File: config.mk
export PLATFORM = sky130hd
export DESIGN_NAME = ddr_deser
export DESIGN_NICKNAME = d
export VERILOG_FILES = /design/src/rtl/ddr_deser.sv
export SDC_FILE = /design/constraint.sdc
export NUM_CORES = 1
export LEC_CHECK = 0
export CORE_UTILIZATION = 51
export CTS_CLUSTER_SIZE = 14
export DETAILED_ROUTE_END_ITERATION = 10
export PLACE_DENSITY = 0.73
export SLEW_MARGIN = 20
export SYNTH_ARGS = -nofsm -noshare
export SYNTH_HDL_FRONTEND = slang
export SYNTH_SLANG_ARGS = --single-unit
File: constraint.sdc
create_clock -name clk -period 1.8 [get_ports clk]
set_input_delay 0.18 -clock clk [delete_from_list [all_inputs] [get_ports clk]]
set_output_delay 0.18 -clock clk [all_outputs]
set_load 0.03 [all_outputs]
File: src/rtl/ddr_deser.sv
// DDR input deserializer: captures din on both clock edges and packs
// PAIRS rise/fall pairs into one word behind a valid/ready output stage.
module ddr_deser #(
    parameter int DATA_WIDTH = 1,
    parameter int PAIRS      = 4
) (
    input  logic                          clk,
    input  logic                          rst,
    input  logic [DATA_WIDTH-1:0]         din,
    input  logic                          en,
    input  logic                          align,
    output logic [2*DATA_WIDTH*PAIRS-1:0] out_data,
    output logic                          out_valid,
    input  logic                          out_ready,
    output logic                          overflow
);

    localparam int PW = 2 * DATA_WIDTH;
    localparam int OW = PW * PAIRS;
    localparam int CW = $clog2(PAIRS);
    localparam logic [CW-1:0] LAST = CW'(PAIRS - 1);

    logic [DATA_WIDTH-1:0] rise;
    logic [DATA_WIDTH-1:0] fall;
    logic                  en_r;
    logic [PW-1:0]         pair;
    logic                  pair_vld;
    logic [OW-1:0]         acc;
    logic [CW-1:0]         cnt;
    logic [OW-1:0]         word;
    logic                  complete;

    // Rising-edge capture of din together with its qualifier
    always_ff @(posedge clk) begin
        if (rst) begin
            rise <= '0;
            en_r <= 1'b0;
        end else begin
            rise <= din;
            en_r <= en;
        end
    end

    // Falling-edge capture; contents only matter once a valid pair forms
    always_ff @(negedge clk) begin
        fall <= din;
    end

    // Join the two half-cycle samples into one pair, rise in the low bits
    always_ff @(posedge clk) begin
        if (rst) begin
            pair     <= '0;
            pair_vld <= 1'b0;
        end else begin
            pair     <= {fall, rise};
            pair_vld <= en_r;
        end
    end

    assign complete = pair_vld && !align && (cnt == LAST);

    // Completed word is the accumulator with the final pair merged on top
    always_comb begin
        word = acc;
        word[OW-1 -: PW] = pair;
    end

    // Slot accumulator; align restarts packing and beats an arriving pair
    always_ff @(posedge clk) begin
        if (rst) begin
            acc <= '0;
            cnt <= '0;
        end else if (align) begin
            cnt <= '0;
        end else if (pair_vld) begin
            acc[cnt*PW +: PW] <= pair;
            cnt <= (cnt == LAST) ? '0 : cnt + CW'(1);
        end
    end

    // Output holding register: load, drop with sticky overflow, or drain
    always_ff @(posedge clk) begin
        if (rst) begin
            out_data  <= '0;
            out_valid <= 1'b0;
            overflow  <= 1'b0;
        end else if (complete) begin
            if (!out_valid || out_ready) begin
                out_data  <= word;
                out_valid <= 1'b1;
            end else begin
                overflow <= 1'b1;
            end
        end else if (out_valid && out_ready) begin
            out_valid <= 1'b0;
        end
    end

endmodule

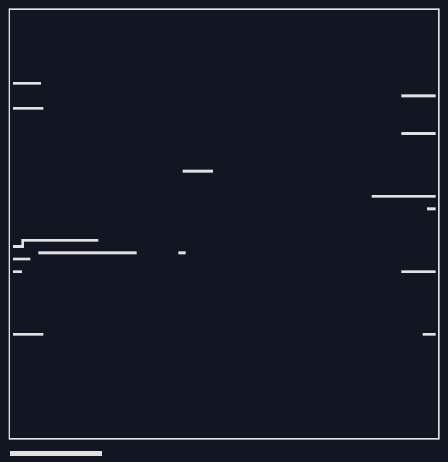
*Signal wires on met3, run 1*
Scale bar: 10 µm.
longest straight run: 10.3 µm
nets with wire on the layer: 13
share of all routed wire: 3.3%
wire length on this layer: 52.9 µm
main direction: horizontal

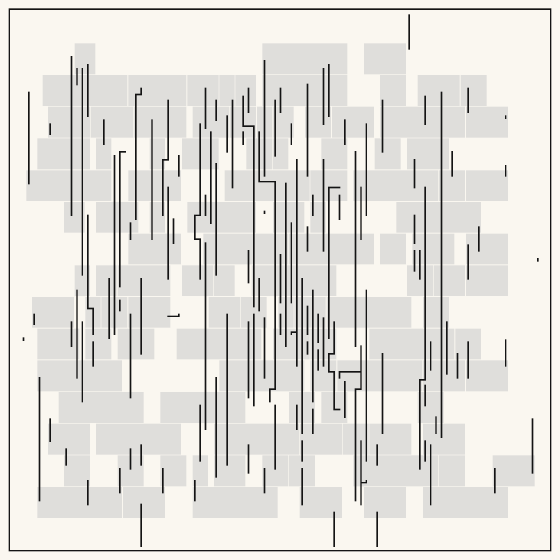
*M2 wires, run 1*
Cells faint in the background.
longest straight run: 29.6 µm
wire length on this layer: 731 µm
nets with wire on the layer: 103

==> flow_summary.json, run 1 <==
{
  "buf_share_pct": 14.7,
  "routed_wl_mm": 1.59,
  "synth-xor-area-share_pct": 0,
  "largest_reg_flops": 8,
  "avgRoutedWirePerCell_um": 11.5,
  "logic_area_um2": 484,
  "synth.avg_cell_area_um2": 10.3,
  "cp_cell_sequence": "inv_1, ha_1, nor4bb_2, a32oi_1, nor2_1",
  "maxPowerGroup": "registers",
  "drt-initial-drc-count": 1,
  "route.met3.wl_um": 52,
  "cts.htree.levels": 1,
  "grt-busiest-layer": "met2",
  "coreArea_um2": 1780,
  "cts_root_buf": "clkbuf_4",
  "clkSinkCount": 24,
  "grt_max_degree": 30,
  "dp_slack_ps": 130,
  "die_h_um": 46.4,
  "vias": 689,
  "clk_pin_slew_worst_paths_ps": 120,
  "first_global_vias": 631,
  "dp_hpwl_mm": 1.17,
  "top_cell_area_share_pct": 47.9,
  "rsz0062_at_grt": "no",
  "vdd_ir_drop_max_uv": 565,
  "mux_share_pct": 9.98,
  "finalPower_mw": 0.826,
  "worst_setup_path_end_kind": "register",
  "cts_tree": "done",
  "clkPwrFrac_pct": 28.7,
  "r2r_cells": 5,
  "clk-power_mw": 0.237,
  "comb_cells": 65,
  "n_clock_buffer": 4,
  "arrival_ps": 1930,
  "startpoint": "cnt[0]$_SDFFE_PP0P_",
  "path_buffers": 1,
  "dr.max_layer_used": "met4",
  "switching_power_mw": 0.172,
  "cts_buffer_depth": 2,
  "numCtsBuffers": 3,
  "rr_startpoint": "cnt[0]$_SDFFE_PP0P_",
  "final_core_util_pct": 67.9,
  "min_to": "en_r$_SDFF_PP0_",
  "finalHoldViolations": 0,
  "synth_area_leader_cell": "dfxtp_1",
  "clock_area_share_pct": 2.48,
  "ys_seq_share_pct": 47.9,
  "critPathLaunchType": "register",
  "outcome": "finished, final reports clean",
  "placed_cells": 134,
  "common_cells": "dfxtp_1 (24), nand2b_1 (16), mux2i_1 (10)",
  "fa_ha_area_share_pct": 6.23,
  "synth_area_um2": 1000,
  "use_met3_pct": 3.53,
  "synthesis.nets": 108,
  "p_comb_mw": 0.0452,
  "sh_seq_area_pct": 39.7,
  "area_dominant_class": "logic gates",
  "dr_wl_met2_um": 730,
  "sequentialPowerShare_pct": 65.9,
  "max_slew_margin_pct": 78.2,
  "met1_usage_pct": 22.7,
  "final.min_clock_period_ps": 1680,
  "slowest_stage": "dfxtp_1",
  "clock_skew_ps": 54.4,
  "period_used_pct": 93.2,
  "crit_type": "register to register",
  "num_rows": 15,
  "comb-cell-share_pct": 40.0,
  "edf_count": 0,
  "drive_gt1_share_pct": 7.08
}
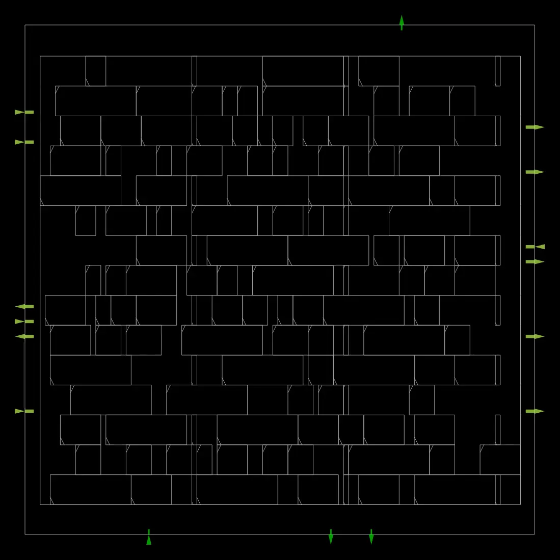
*Cell placement, run 1*
final cell count without fillers: 138
Flops: 24
tap cells: 25

==> run 2: changes to the inputs <==
- SETUP_SLACK_MARGIN: default -> 0.2
- TNS_END_PERCENT: default -> 5
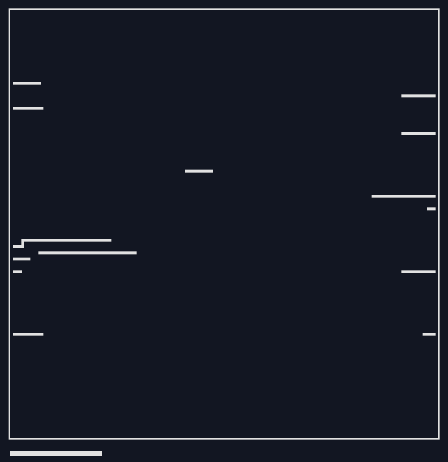
*Signal wires on met3, run 2*
Scale bar: 10 µm.
share of all routed wire: 3.4%
main direction: horizontal
nets with wire on the layer: 13
longest straight run: 10.3 µm

==> run 2 against run 1 <==
Against the previous run: register-to-register slack improved by 170 ps; via count did not move; setup slack improved by 160 ps; die size did not move; power rose by 0.20%; global-route usage did not move; clock power barely moved; combinational power rose by 5.3%; critical path type is now register to output pin; largest cell class unchanged.
==> flow_summary.json, run 2 <==
{
  "outcome": "finished, final reports clean",
  "synth_area_um2": 1000,
  "min_to": "en_r$_SDFF_PP0_",
  "slowest_stage": "clkdlybuf4s50_1",
  "clkPwrFrac_pct": 28.6,
  "hold_depth": 2,
  "clock_skew_ps": 54.8,
  "finalHoldViolations": 0,
  "synthesis.nets": 108,
  "cts_buffer_depth": 2,
  "num_rows": 15,
  "placed_cells": 134,
  "p_comb_mw": 0.0476,
  "clkSinkCount": 24,
  "routed_wl_mm": 1.59,
  "numCtsBuffers": 3,
  "r2r_cells": 5,
  "maxPowerGroup": "registers",
  "met1_usage_pct": 22.7,
  "stdcell_count": 138,
  "crit_end": "out_data[7]",
  "cp_cell_sequence": "clkdlybuf4s50_1",
  "synth_area_leader_cell": "dfxtp_1",
  "clk_pin_slew_worst_paths_ps": 120,
  "max_slew_margin_pct": 78.8,
  "die_h_um": 46.4,
  "area_dominant_class": "logic gates",
  "rr_startpoint": "cnt[0]$_SDFFE_PP0P_",
  "period_used_pct": 84.3,
  "final.min_clock_period_ps": 1520,
  "crit_type": "register to output pin",
  "route.met3.wl_um": 53,
  "logic_area_um2": 499,
  "n_clock_buffer": 4,
  "taps": 25,
  "mux_share_pct": 9.98,
  "vdd_ir_drop_max_uv": 567,
  "avgRoutedWirePerCell_um": 11.5,
  "dp_hpwl_mm": 1.17,
  "ff_count": 24,
  "vias": 689,
  "comb-cell-share_pct": 40.6,
  "ys_seq_share_pct": 47.9,
  "drt-initial-drc-count": 3,
  "cts.htree.levels": 1,
  "lay_top_count": "dfxtp_1",
  "grt_max_degree": 30,
  "common_cells": "dfxtp_1 (24), nand2b_1 (16), mux2i_1 (10)",
  "grt-busiest-layer": "met2",
  "coreArea_um2": 1780,
  "switching_power_mw": 0.173,
  "dr.max_layer_used": "met4",
  "cp_max_fo": 2,
  "cts_resized": 2,
  "comb_cells": 65,
  "edf_count": 0,
  "initCoreUtil_pct": 56.3,
  "first_global_vias": 625,
  "largest_reg_flops": 8,
  "final_core_util_pct": 69.0,
  "use_met3_pct": 3.53,
  "top_cell_area_share_pct": 47.9,
  "critPathLaunchType": "register",
  "cts_tree": "done",
  "rsz0062_at_grt": "yes",
  "cts_root_buf": "clkbuf_4",
  "path_buffers": 1,
  "startpoint": "out_data[7]$_SDFFE_PP0P_",
  "sequentialPowerShare_pct": 65.7,
  "finalPower_mw": 0.828,
  "worst_setup_path_end_kind": "output pin",
  "clock_area_share_pct": 2.44
}
Power and IR drop assume default switching activity.
